$ cat config.mk
export PLATFORM = sky130hd
export DESIGN_NAME = oam_dma_ctrl
export DESIGN_NICKNAME = d
export VERILOG_FILES = /design/src/rtl/gb_pkg.sv /design/src/rtl/oam_dma_ctrl.sv
export SDC_FILE = /design/constraint.sdc
export NUM_CORES = 1
export LEC_CHECK = 0
export CORE_MARGIN = 2
export CORE_UTILIZATION = 44
export DETAILED_ROUTE_END_ITERATION = 10
export PLACE_DENSITY = 0.76
export SLEW_MARGIN = 40
export SYNTH_ARGS = -nofsm -noshare
export SYNTH_HDL_FRONTEND = slang
export SYNTH_SLANG_ARGS = --single-unit
$ cat constraint.sdc
create_clock -name clock -period 2.45 [get_ports clock]
set_clock_uncertainty 0.05 [all_clocks]
set_input_delay 0.49 -clock clock [delete_from_list [all_inputs] [get_ports clock]]
set_output_delay 0.49 -clock clock [all_outputs]
set_load 0.05 [all_outputs]
$ cat src/rtl/gb_pkg.sv
// Shared Game Boy constants, DMA FSM state type and page-mapping helpers.
package gb_pkg;

    localparam logic [15:0] ADDR_OAM_BASE = 16'hFE00;
    localparam logic [15:0] ADDR_DMA_REG  = 16'hFF46;
    localparam int unsigned OAM_BYTES     = 160;

    typedef enum logic [1:0] {
        IDLE  = 2'd0,
        DELAY = 2'd1,
        XFER  = 2'd2
    } dma_state_t;

    // Echo RAM pages (E0-FF) fold back onto work RAM (C0-DF).
    function automatic logic [7:0] eff_page(input logic [7:0] page);
        return (page >= 8'hE0) ? (page & 8'hDF) : page;
    endfunction

    // Pages served by the cartridge: ROM (00-7F) and external RAM (A0-BF).
    function automatic logic is_cart_page(input logic [7:0] page);
        return (page < 8'h80) || ((page >= 8'hA0) && (page <= 8'hBF));
    endfunction

endpackage

$ cat src/rtl/oam_dma_ctrl.sv
// OAM DMA initiator: a write to FF46 copies DMA_LEN bytes from page {FF46,00} into OAM,
// one byte per CYCLES_PER_BYTE clocks, while blocking the CPU bus.
module oam_dma_ctrl
    import gb_pkg::*;
#(
    parameter int unsigned DMA_LEN         = OAM_BYTES,
    parameter int unsigned CYCLES_PER_BYTE = 4,
    parameter int unsigned START_DELAY     = 4,
    parameter logic [15:0] REG_ADDR        = ADDR_DMA_REG
) (
    input  logic        clock,
    input  logic        reset,
    input  logic        reg_wr_en,
    input  logic [15:0] reg_addr,
    input  logic [7:0]  reg_wr_data,
    output logic [7:0]  reg_rd_data,
    input  logic [7:0]  dma_rd_data,
    output logic [15:0] address_bus_dma_rd,
    output logic        dma_sel_cart_rom,
    output logic        oam_wr_en,
    output logic [7:0]  oam_wr_addr,
    output logic [7:0]  oam_wr_data,
    output logic        dma_active,
    output logic        cpu_bus_block
);

    localparam int unsigned PHASE_W = (CYCLES_PER_BYTE > 1) ? $clog2(CYCLES_PER_BYTE) : 1;
    localparam int unsigned DLY_W   = (START_DELAY > 1) ? $clog2(START_DELAY) : 1;
    localparam logic [PHASE_W-1:0] LAST_PHASE = PHASE_W'(CYCLES_PER_BYTE - 1);
    localparam logic [DLY_W-1:0]   DLY_INIT   = DLY_W'(START_DELAY - 1);
    localparam logic [7:0]         LAST_BYTE  = 8'(DMA_LEN - 1);

    // The read-data latch in phase 1 and the write in the last phase need distinct clocks.
    if (CYCLES_PER_BYTE < 3) begin : g_bad_cpb
        $error("oam_dma_ctrl: CYCLES_PER_BYTE must be >= 3");
    end

    dma_state_t         state, state_nxt;
    logic [DLY_W-1:0]   delay_cnt, delay_nxt;
    logic [7:0]         byte_cnt, byte_nxt;
    logic [PHASE_W-1:0] phase, phase_nxt;
    logic [7:0]         src_page, page_nxt;
    logic [7:0]         rd_latch, latch_nxt;
    logic [7:0]         rd_data_nxt;
    logic               trigger;

    logic [7:0]  eff_nxt;
    logic [15:0] addr_nxt;
    logic        sel_nxt;
    logic        wr_en_nxt;
    logic [7:0]  wr_addr_nxt;
    logic [7:0]  wr_data_nxt;
    logic        active_nxt;

    assign trigger = reg_wr_en && (reg_addr == REG_ADDR);

    // State, counters and registered outputs; reset clears everything at once.
    always_ff @(posedge clock or posedge reset) begin
        if (reset) begin
            state              <= IDLE;
            delay_cnt          <= '0;
            byte_cnt           <= '0;
            phase              <= '0;
            src_page           <= '0;
            rd_latch           <= '0;
            reg_rd_data        <= '0;
            address_bus_dma_rd <= '0;
            dma_sel_cart_rom   <= 1'b0;
            oam_wr_en          <= 1'b0;
            oam_wr_addr        <= '0;
            oam_wr_data        <= '0;
            dma_active         <= 1'b0;
        end else begin
            state              <= state_nxt;
            delay_cnt          <= delay_nxt;
            byte_cnt           <= byte_nxt;
            phase              <= phase_nxt;
            src_page           <= page_nxt;
            rd_latch           <= latch_nxt;
            reg_rd_data        <= rd_data_nxt;
            address_bus_dma_rd <= addr_nxt;
            dma_sel_cart_rom   <= sel_nxt;
            oam_wr_en          <= wr_en_nxt;
            oam_wr_addr        <= wr_addr_nxt;
            oam_wr_data        <= wr_data_nxt;
            dma_active         <= active_nxt;
        end
    end

    // Next state; a trigger restarts from DELAY regardless of the current state.
    always_comb begin : next_state_comb
        state_nxt   = state;
        delay_nxt   = delay_cnt;
        byte_nxt    = byte_cnt;
        phase_nxt   = phase;
        page_nxt    = src_page;
        rd_data_nxt = reg_rd_data;
        latch_nxt   = rd_latch;

        if ((state == XFER) && (phase == PHASE_W'(1))) begin
            latch_nxt = dma_rd_data;
        end

        if (trigger) begin
            state_nxt   = DELAY;
            delay_nxt   = DLY_INIT;
            byte_nxt    = '0;
            phase_nxt   = '0;
            page_nxt    = reg_wr_data;
            rd_data_nxt = reg_wr_data;
        end else begin
            case (state)
                IDLE: begin
                    state_nxt = IDLE;
                end
                DELAY: begin
                    if (delay_cnt == '0) begin
                        state_nxt = XFER;
                        byte_nxt  = '0;
                        phase_nxt = '0;
                    end else begin
                        delay_nxt = delay_cnt - DLY_W'(1);
                    end
                end
                XFER: begin
                    if (phase == LAST_PHASE) begin
                        phase_nxt = '0;
                        if (byte_cnt == LAST_BYTE) begin
                            state_nxt = IDLE;
                            byte_nxt  = '0;
                        end else begin
                            byte_nxt = byte_cnt + 8'd1;
                        end
                    end else begin
                        phase_nxt = phase + PHASE_W'(1);
                    end
                end
                default: begin
                    state_nxt = IDLE;
                    byte_nxt  = '0;
                    phase_nxt = '0;
                end
            endcase
        end
    end

    // Outputs are decoded from the next state so they line up with it once registered.
    always_comb begin : output_comb
        eff_nxt     = eff_page(page_nxt);
        addr_nxt    = '0;
        sel_nxt     = 1'b0;
        wr_en_nxt   = 1'b0;
        wr_addr_nxt = '0;
        wr_data_nxt = '0;
        active_nxt  = (state_nxt != IDLE);

        if (state_nxt == XFER) begin
            addr_nxt = {eff_nxt, byte_nxt};
            sel_nxt  = is_cart_page(eff_nxt);
            if (phase_nxt == LAST_PHASE) begin
                wr_en_nxt   = 1'b1;
                wr_addr_nxt = byte_nxt;
                wr_data_nxt = latch_nxt;
            end
        end
    end

    assign cpu_bus_block = dma_active;

endmodule

==> flow_summary_export.csv, run 1 <==
group,metric,value,unit
global_route,grt_pass1_vias,2082,
flow_run,log.warning_count,30,
clocking,post_cts_buffers,0,
final_timing,finalHoldViolCount,0,
power_and_ir_drop,top_power_group,"registers",
route,avgViaCountPerCell,4.93,
power_and_ir_drop,p_seq_share,57.4,%
global_route,grt_util_met3,5.02,%
logic_synthesis,ys_ff,73,
clocking,h-tree-depth,3,
logic_synthesis,synthAdderAreaFrac,3.31,%
final_timing,setup_ws,0.232,ns
logic_synthesis,flop_cell,"dfrtp_1",
final_timing,slew_headroom,61.0,%
power_and_ir_drop,clock_power,0.000809,W
setup_path,critPathSlowestCell,"ha_1",
setup_path,path_common_cell,"nor2b_1",
finish,logic_area,1100,sq um
power_and_ir_drop,comb_power,0.0000922,W
route,first_iter_violations,102,
logic_synthesis,synth_cells,275,
finish,top_register,"address_bus_dma_rd",
power_and_ir_drop,power_switching,0.000475,W
route,routedWlPerCell,12.8,microns
logic_synthesis,ys_sh_aoi,6.96,%
clocking,cts_inserted_buffers,9,
logic_synthesis,ys_cells,275,
global_route,grt_max_degree,74,
route,drt_first_pass_iters,4,
setup_path,r2r-start,"state[0]",
logic_synthesis,mux_share,3.31,%
finish,layout_top_cell_excl_fill_tap,"clkdlybuf4s50_1",
route,wl_met2,2.71,mm
setup_path,r2r_slack,0.23,ns
clocking,tritoncts,"done",
finish,post_route_cells_drive_above_1_share,10.2,%
clocking,path_clk_slew,0.08,ns
logic_synthesis,edf_count,0,
route,route.vias.total,2190,
clocking,root_buffer,"clkbuf_8",
clocking,cts_hold_buf,0,
power_and_ir_drop,pwr-share-comb,4.4,%
finish,lay_top_cells,"clkdlybuf4s50_1 (78), dfrtp_1 (73), nand2_1 (62)",
finish,areaGrowthSynthToFinish,34.7,%
power_and_ir_drop,vdd_ir_drop_max,0.000304,V
final_timing,tightest_slew,0.583,ns
floorplanning,die_x,86.9,microns
hold_path,hold_path_end,"src_page[3]",
hold_path,hp-start,"src_page[3]",
logic_synthesis,async_flop_share,100,%
logic_synthesis,synth_cell_type_count,44,
logic_synthesis,synth_top_cell_by_count,"dfrtp_1",
setup_path,end_kind,"flop",
logic_synthesis,synth.top_cells.by_count,"dfrtp_1 (73), nand2_1 (62), nor2_1 (25)",
place,port_buffers,78,
setup_path,crit_required,2.66,ns
global_route,grt_use_total,16.8,%
global_route,grt_pass1_wl,9.63,mm
power_and_ir_drop,power.density,519,nW/um^2
route,drt-total-wl,5.70,mm
final_timing,min_period_over_period,90.5,%
logic_synthesis,netlist.area_leader.share,60.5,%
finish,clockBufferCount,10,
finish,seqCellArea,1830,sq um
route,ant_nets,0,
place,place.gp.congestion,0.824,
floorplanning,dieArea,7540,sq um
setup_path,cp_num_cells,7,
place,placed_cells,428,
logic_synthesis,synth-xor-area-share,0.870,%
logic_synthesis,syn_area,3020,sq um
setup_path,crit_chain,"inv_1 -> ha_1 -> nor2b_1 -> nand2b_1 -> o2bb2a_4 -> nand4_4 -> nor2b_1",
finish,num_antenna_cells,0,
finish,comb_share,27.0,%
final_timing,clock.fmax,0.451,GHz
global_route,antenna_found_initial,0,
setup_path,crit_path_end,"oam_wr_data[4]",
finish,inv_count,9,
finish,stdcell_area,4070,sq um
power_and_ir_drop,power.static_leakage,1.90,nW
finish,signal_buffers,84,
flow_run,cap_violations,0,
setup_path,r2r-end,"oam_wr_data[4]",
finish,logic_gates,182,
setup_path,worstSetupStartpoint,"state[0]",
route,drc,0,
floorplanning,ios,79,
global_route,top_usage_layer,"met2",
place,dpl_cell_area,3900,sq um
final_timing,rsz0062_at_grt,"no",
floorplanning,core_area,6720,sq um
clocking,cts_resized,0,
logic_synthesis,yosysWarnings,0,
final_timing,slew_viol_final,0,
finish,final_nets,402,
logic_synthesis,synth-seq-area-share,60.5,%
final_timing,fin_tns_setup,0,ns
clocking,cts.sinks,73,
route,drt-met1-wl,2.58,mm
clocking,clock_latency,0.34,ns
logic_synthesis,syn_avg_cell_area,11.0,sq um
setup_path,critPathArrivalTime,2.43,ns
power_and_ir_drop,totalPowerFinal,0.00211,W
power_and_ir_drop,clkPwrFrac,38.3,%
place,place_hpwl,4.03,mm
power_and_ir_drop,internal-power,0.00164,W
route,dr_wl_met3,300,microns
logic_synthesis,yosysChipArea,3020,sq um
final_timing,whs,0.413,ns
power_and_ir_drop,seq_cell_power,0.00121,W
setup_path,slowest_delay,0.44,ns
place,pre_cts_ws,0.0999,ns
floorplanning,die_y,86.9,microns
final_timing,period_needed,2.22,ns
finish,fin_cells,444,
hold_path,hp-class,"flop to flop",
global_route,grt.overflow.total,0,
finish,fillers,551,
setup_path,crit_type,"flop to flop",
power_and_ir_drop,sw_frac_of_total,22.5,%
finish,final-nonclk-buf-share,20.6,%
run_status,outcome,"completed",
logic_synthesis,synthTopCellsByArea,"dfrtp_1 (60%), nand2_1 (7.7%), ha_1 (3.3%), nor2_1 (3.1%), mux2_2 (3.0%)",
setup_path,critPathLaunchType,"flop",
hold_path,min_path_cells,2,
route,top_layer_used,"met4",
setup_path,path_delay_family,"simple AND/OR/NAND/NOR gates",
finish,area_dominant_class,"sequential cells",
finish,clock_area_share,4.18,%
setup_path,reg2reg_depth,7,
setup_path,path_buffers,1,
global_route,grt_use_met1,21.7,%
**Run 1: wiring by layer**

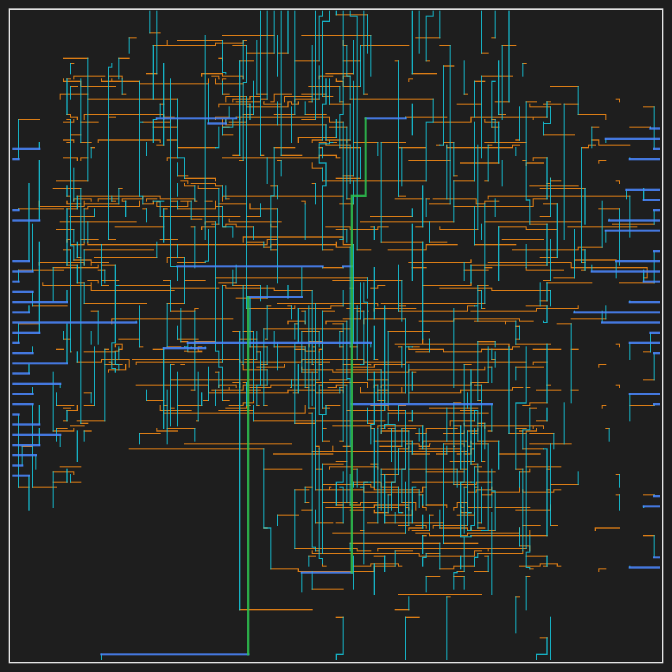
[orange] met1 | wire length: 2580 microns
[cyan] met2 | wire length: 2710 microns
[blue] met3 | wire length: 300 microns
[green] met4 | wire length: 110 microns

**Run 1: cell classes on the final placement**

Fill, decap, tap and diode cells in gray.
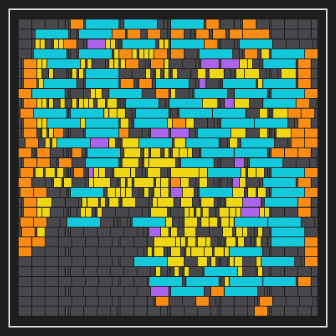
[orange] other buffers and delay cells | cells: 84
[purple] clock drivers and dummy loads | cells: 16
[cyan] flip-flops | cells: 73
[yellow] all other logic | cells: 191

**Run 1: cell placement**

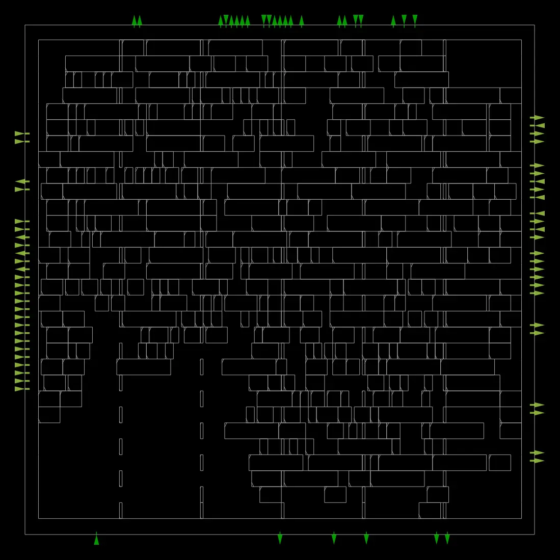
Seq cells: 73
Seq area share: 44.9%
standard-cell row count: 30
final core occ: 60.5%

**Run 1: nets reached from selected ports**

Scale bar: 20 microns.
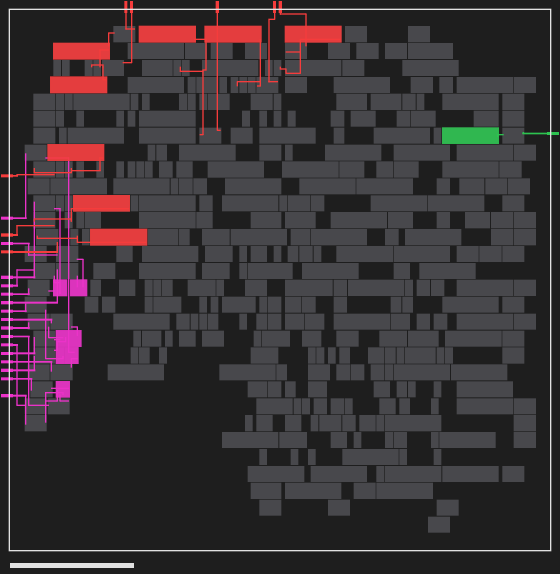

==> inputs of run 2 (changes only) <==
--- a/config.mk
+++ b/config.mk
@@ -9,5 +9,6 @@
 export CORE_UTILIZATION = 44
 export DETAILED_ROUTE_END_ITERATION = 10
-export PLACE_DENSITY = 0.76
+export GPL_TIMING_DRIVEN = 0
+export PLACE_DENSITY = 0.77
 export SLEW_MARGIN = 40
 export SYNTH_ARGS = -nofsm -noshare
--- a/constraint.sdc
+++ b/constraint.sdc
@@ -3,3 +3,3 @@
 set_input_delay 0.49 -clock clock [delete_from_list [all_inputs] [get_ports clock]]
 set_output_delay 0.49 -clock clock [all_outputs]
-set_load 0.05 [all_outputs]
+set_load 0.01 [all_outputs]
**Run 2: nets reached from selected ports**

Scale bar: 20 microns.
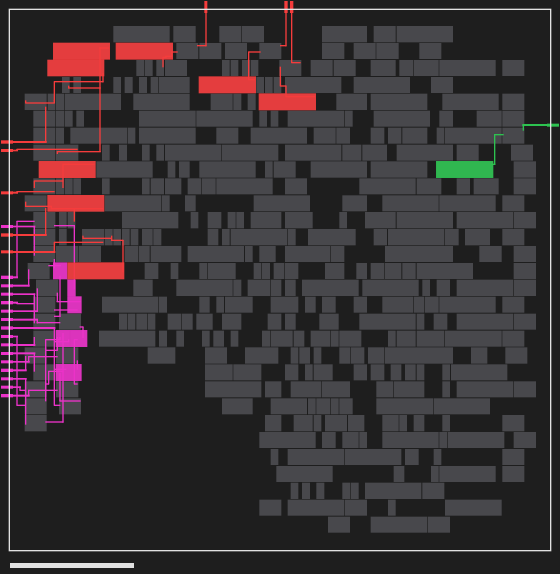
[magenta] `reg_addr` | bits: 16 | direction: input | end cells: 6 | wire: 224 microns
[green] `oam_wr_en` | bits: 1 | direction: output | end cells: 1 | wire: 11.3 microns
[red] `reg_rd_data` | bits: 8 | direction: output | end cells: 8 | wire: 190 microns

**Run 2: wiring by layer**

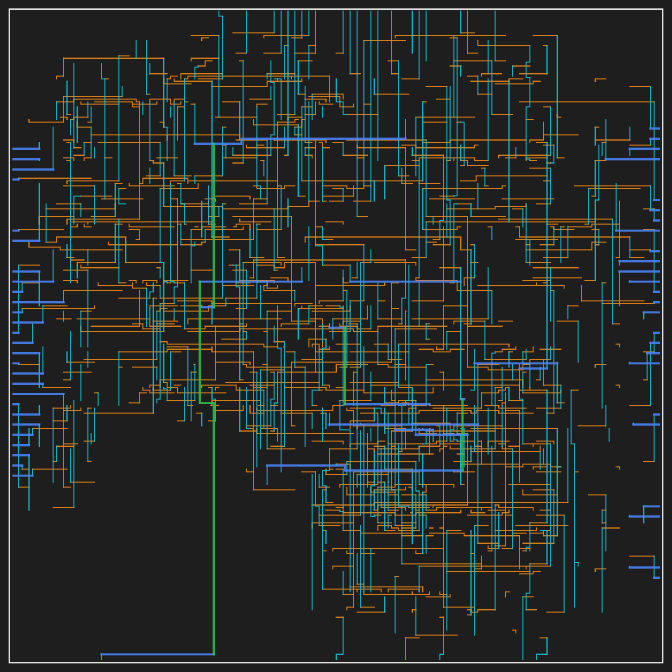
[orange] met1 | wire length: 2760 microns
[cyan] met2 | wire length: 3080 microns
[green] met4 | wire length: 93.0 microns
[blue] met3 | wire length: 301 microns

==> flow_summary_export.csv, run 2 <==
group,metric,value,unit
run_status,outcome,"completed",
logic_synthesis,synth_top_cell_by_count,"dfrtp_1",
final_timing,setup_ws,0.356,ns
logic_synthesis,ys_sh_aoi,6.96,%
setup_path,r2r-start,"state[1]",
global_route,antenna_found_initial,0,
final_timing,slew_viol_final,0,
final_timing,whs,0.420,ns
finish,lay_top_cells,"clkdlybuf4s50_1 (78), dfrtp_1 (73), nand2_1 (62)",
setup_path,slowest_delay,0.40,ns
route,avgViaCountPerCell,4.99,
route,ant_nets,0,
place,placed_cells,434,
power_and_ir_drop,clkPwrFrac,44.5,%
logic_synthesis,synth-seq-area-share,60.5,%
finish,logic_gates,182,
finish,seq_share,44.1,%
global_route,grt.overflow.total,0,
setup_path,crit_type,"flop to flop",
power_and_ir_drop,sw_frac_of_total,21.4,%
setup_path,r2r_slack,0.36,ns
finish,area_dominant_class,"sequential cells",
place,place.gp.congestion,0.810,
setup_path,worstSetupStartpoint,"state[1]",
finish,layout_top_cell_excl_fill_tap,"clkdlybuf4s50_1",
global_route,grt_max_degree,39,
logic_synthesis,mux_share,3.31,%
power_and_ir_drop,vdd_ir_drop_max,0.000262,V
route,top_layer_used,"met4",
finish,areaGrowthSynthToFinish,37.2,%
logic_synthesis,syn_avg_cell_area,11.0,sq um
global_route,grt_util_met3,5.02,%
power_and_ir_drop,totalPowerFinal,0.00235,W
logic_synthesis,async_flop_share,100,%
finish,top_register,"address_bus_dma_rd",
logic_synthesis,synth.top_cells.by_count,"dfrtp_1 (73), nand2_1 (62), nor2_1 (25)",
place,place_hpwl,4.37,mm
global_route,top_usage_layer,"met2",
flow_run,cap_violations,0,
hold_path,hold_path_end,"src_page[3]",
clocking,root_buffer,"clkbuf_8",
finish,signal_buffers,90,
final_timing,tightest_slew,0.568,ns
setup_path,path_common_cell,"buf_2",
floorplanning,die_x,86.9,microns
setup_path,cp_num_cells,9,
logic_synthesis,netlist.area_leader.share,60.5,%
power_and_ir_drop,power_switching,0.000504,W
route,route.vias.total,2247,
logic_synthesis,ys_ff,73,
place,port_buffers,78,
hold_path,min_path_cells,2,
floorplanning,dieArea,7540,sq um
route,drt_first_pass_iters,4,
route,drt-total-wl,6.23,mm
flow_run,log.warning_count,30,
clocking,post_cts_buffers,0,
hold_path,hp-start,"src_page[3]",
logic_synthesis,syn_area,3020,sq um
finish,clock_area_share,5.25,%
global_route,grt_pass1_wl,10.3,mm
final_timing,min_period_over_period,85.5,%
clocking,cts_resized,0,
setup_path,path_buffers,3,
power_and_ir_drop,power.static_leakage,1.95,nW
power_and_ir_drop,top_power_group,"registers",
global_route,grt_use_total,17.8,%
clocking,h-tree-depth,3,
finish,seqCellArea,1830,sq um
power_and_ir_drop,power.density,568,nW/um^2
route,drt-met1-wl,2.76,mm
clocking,tritoncts,"done",
route,drc,0,
floorplanning,die_y,86.9,microns
final_timing,slew_headroom,62.0,%
setup_path,reg2reg_depth,9,
finish,fin_cells,450,
logic_synthesis,synth-xor-area-share,0.870,%
power_and_ir_drop,comb_power,0.0000939,W
final_timing,fin_tns_setup,0,ns
logic_synthesis,synth_cells,275,
global_route,grt_use_met1,23.2,%
**Run 2: cell classes on the final placement**

Fill, decap, tap and diode cells in gray.
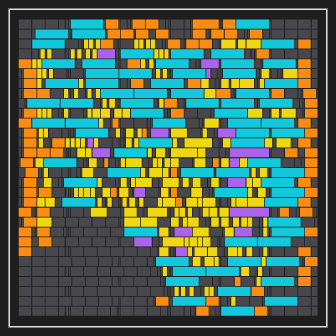
[yellow] all other logic | cells: 191
[purple] clock drivers and dummy loads | cells: 16
[orange] other buffers and delay cells | cells: 90
[cyan] flip-flops | cells: 73

**Run 2: cells by drive strength**

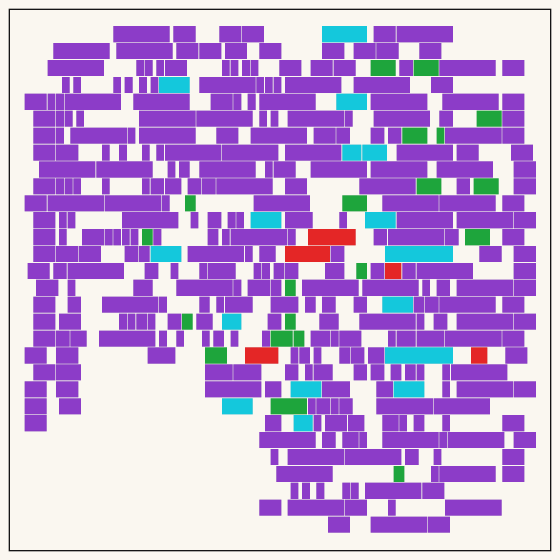

==> inputs of run 3 (changes only) <==
- CORE_UTILIZATION: 44 -> 40
- PLACE_DENSITY: 0.77 -> 0.71
**Run 3: cells by drive strength**

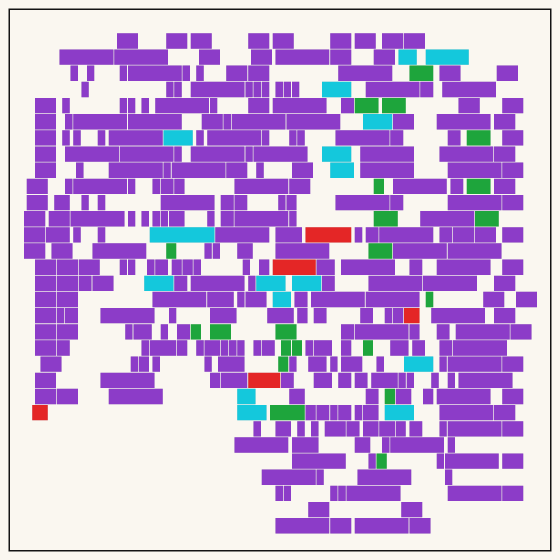
[green] drive 2 | cells: 21
[purple] drive 1 or less | cells: 328
[red] drive 3 to 4 | cells: 5
[cyan] drive 6 and up | cells: 16

**Run 3: cell classes on the final placement**

Fill, decap, tap and diode cells in gray.
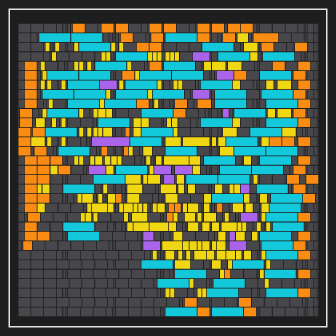
[orange] other buffers and delay cells | cells: 90
[purple] clock drivers and dummy loads | cells: 16
[yellow] all other logic | cells: 191
[cyan] flip-flops | cells: 73

**Run 3: wiring by layer**

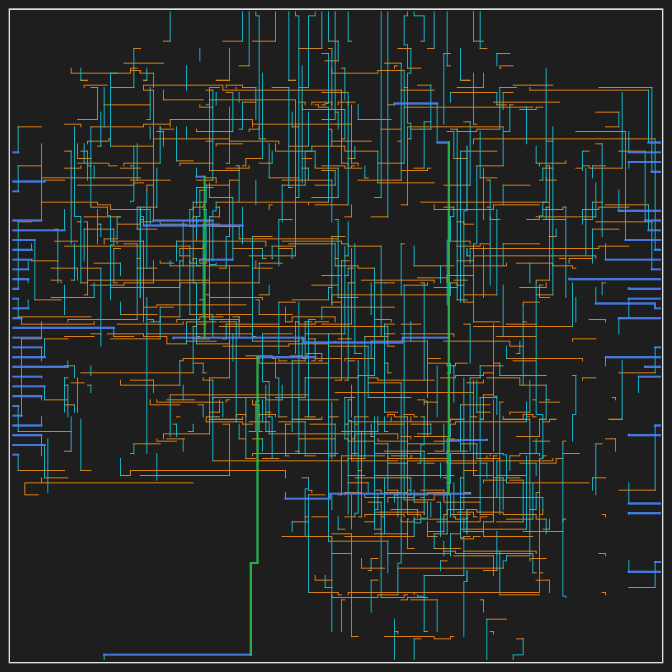
[blue] met3 | wire length: 334 microns
[orange] met1 | wire length: 2730 microns
[cyan] met2 | wire length: 2940 microns
[green] met4 | wire length: 114 microns

==> flow_summary_export.csv, run 3 <==
group,metric,value,unit
setup_path,critPathSlowestCell,"dfrtp_1",
flow_run,log.warning_count,30,
clocking,cts_resized,0,
power_and_ir_drop,clock_power,0.000960,W
logic_synthesis,flop_cell,"dfrtp_1",
route,drt-total-wl,6.12,mm
floorplanning,die_y,90.9,microns
place,dpl_cell_area,3950,sq um
clocking,cts_hold_buf,0,
setup_path,crit_chain,"ha_1 -> buf_2 -> and4_1 -> a21bo_2 -> a21o_4 -> nand3_1 -> nor2b_1",
setup_path,path_buffers,1,
global_route,grt_pass1_wl,10.5,mm
logic_synthesis,edf_count,0,
setup_path,critPathArrivalTime,2.25,ns
clocking,post_cts_buffers,0,
finish,fin_util,56.9,%
route,avgViaCountPerCell,4.75,
route,first_iter_violations,62,
logic_synthesis,synth.top_cells.by_count,"dfrtp_1 (73), nand2_1 (62), nor2_1 (25)",
logic_synthesis,synthAdderAreaFrac,3.31,%
final_timing,slew_viol_final,0,
finish,lay_top_cells,"clkdlybuf4s50_1 (78), dfrtp_1 (73), nand2_1 (62)",
finish,post_route_cells_drive_above_1_share,11.4,%
power_and_ir_drop,clkPwrFrac,42.4,%
setup_path,end_kind,"flop",
finish,layout_top_cell_excl_fill_tap,"clkdlybuf4s50_1",
setup_path,worstSetupStartpoint,"phase[0]",
hold_path,hp-class,"flop to flop",
logic_synthesis,synth-xor-area-share,0.870,%
finish,stdcell_area,4150,sq um
logic_synthesis,synth_top_cell_by_count,"dfrtp_1",
flow_run,cap_violations,0,
logic_synthesis,ys_cells,275,
hold_path,hp-start,"src_page[1]",
global_route,grt_pass1_vias,2290,
final_timing,rsz0062_at_grt,"no",
setup_path,path_delay_family,"simple AND/OR/NAND/NOR gates",
logic_synthesis,async_flop_share,100,%
finish,logic_gates,182,
route,drt_first_pass_iters,4,
route,route.vias.total,2228,
finish,top_register,"address_bus_dma_rd",
final_timing,min_period_over_period,84.9,%
logic_synthesis,netlist.area_leader.share,60.5,%
hold_path,hold_path_end,"src_page[1]",
finish,comb_share,26.5,%
power_and_ir_drop,pwr-share-comb,4.1,%
logic_synthesis,mux_share,3.31,%
power_and_ir_drop,totalPowerFinal,0.00226,W
logic_synthesis,synth-seq-area-share,60.5,%
place,port_buffers,78,
clocking,path_clk_slew,0.08,ns
power_and_ir_drop,power_switching,0.000494,W
global_route,top_usage_layer,"met2",
setup_path,crit_required,2.62,ns
place,pre_cts_ws,0.0199,ns
final_timing,whs,0.419,ns
setup_path,slowest_delay,0.42,ns
setup_path,r2r-end,"address_bus_dma_rd[7]",
finish,signal_buffers,90,
clocking,root_buffer,"clkbuf_8",
final_timing,tightest_slew,0.575,ns
finish,seq_share,44.0,%
route,routedWlPerCell,13.1,microns
clocking,cts.sinks,73,
setup_path,cp_num_cells,7,
power_and_ir_drop,top_power_group,"registers",
logic_synthesis,yosysChipArea,3020,sq um
run_status,outcome,"completed",
floorplanning,die_x,90.9,microns
global_route,grt_max_degree,40,
setup_path,critPathLaunchType,"flop",
setup_path,crit_path_end,"address_bus_dma_rd[7]",
logic_synthesis,ys_ff,73,
clocking,tritoncts,"done",
logic_synthesis,yosysWarnings,0,
finish,area_dominant_class,"sequential cells",
power_and_ir_drop,power.static_leakage,1.95,nW
global_route,grt_use_met1,20.0,%
route,top_layer_used,"met4",
logic_synthesis,syn_avg_cell_area,11.0,sq um
final_timing,period_needed,2.08,ns
power_and_ir_drop,power.density,545,nW/um^2
power_and_ir_drop,p_seq_share,53.5,%
clocking,cts_inserted_buffers,9,
place,place_hpwl,4.43,mm
hold_path,min_path_cells,2,
place,placed_cells,453,
power_and_ir_drop,vdd_ir_drop_max,0.000369,V
global_route,grt_use_total,16.2,%
final_timing,finalHoldViolCount,0,
global_route,antenna_found_initial,0,
logic_synthesis,synth_cell_type_count,44,
clocking,h-tree-depth,3,
final_timing,setup_ws,0.370,ns
power_and_ir_drop,sw_frac_of_total,21.8,%
floorplanning,row_count,31,
finish,areaGrowthSynthToFinish,37.5,%
logic_synthesis,ys_sh_aoi,6.96,%
route,wl_met2,2.94,mm
finish,final_nets,408,
global_route,grt.overflow.total,0,
final_timing,slew_headroom,61.5,%
finish,fillers,648,
logic_synthesis,synthTopCellsByArea,"dfrtp_1 (60%), nand2_1 (7.7%), ha_1 (3.3%), nor2_1 (3.1%), mux2_2 (3.0%)",
finish,final-nonclk-buf-share,20.8,%
global_route,grt_util_met3,4.51,%
logic_synthesis,syn_area,3020,sq um
finish,inv_count,9,
finish,fin_cells,469,
finish,seqCellArea,1830,sq um
final_timing,fin_tns_setup,0,ns
finish,clockBufferCount,10,
floorplanning,dieArea,8260,sq um
floorplanning,ios,79,
finish,nFlopsAndLatches,73,
logic_synthesis,synth_cells,275,
Power and IR drop assume default switching activity.
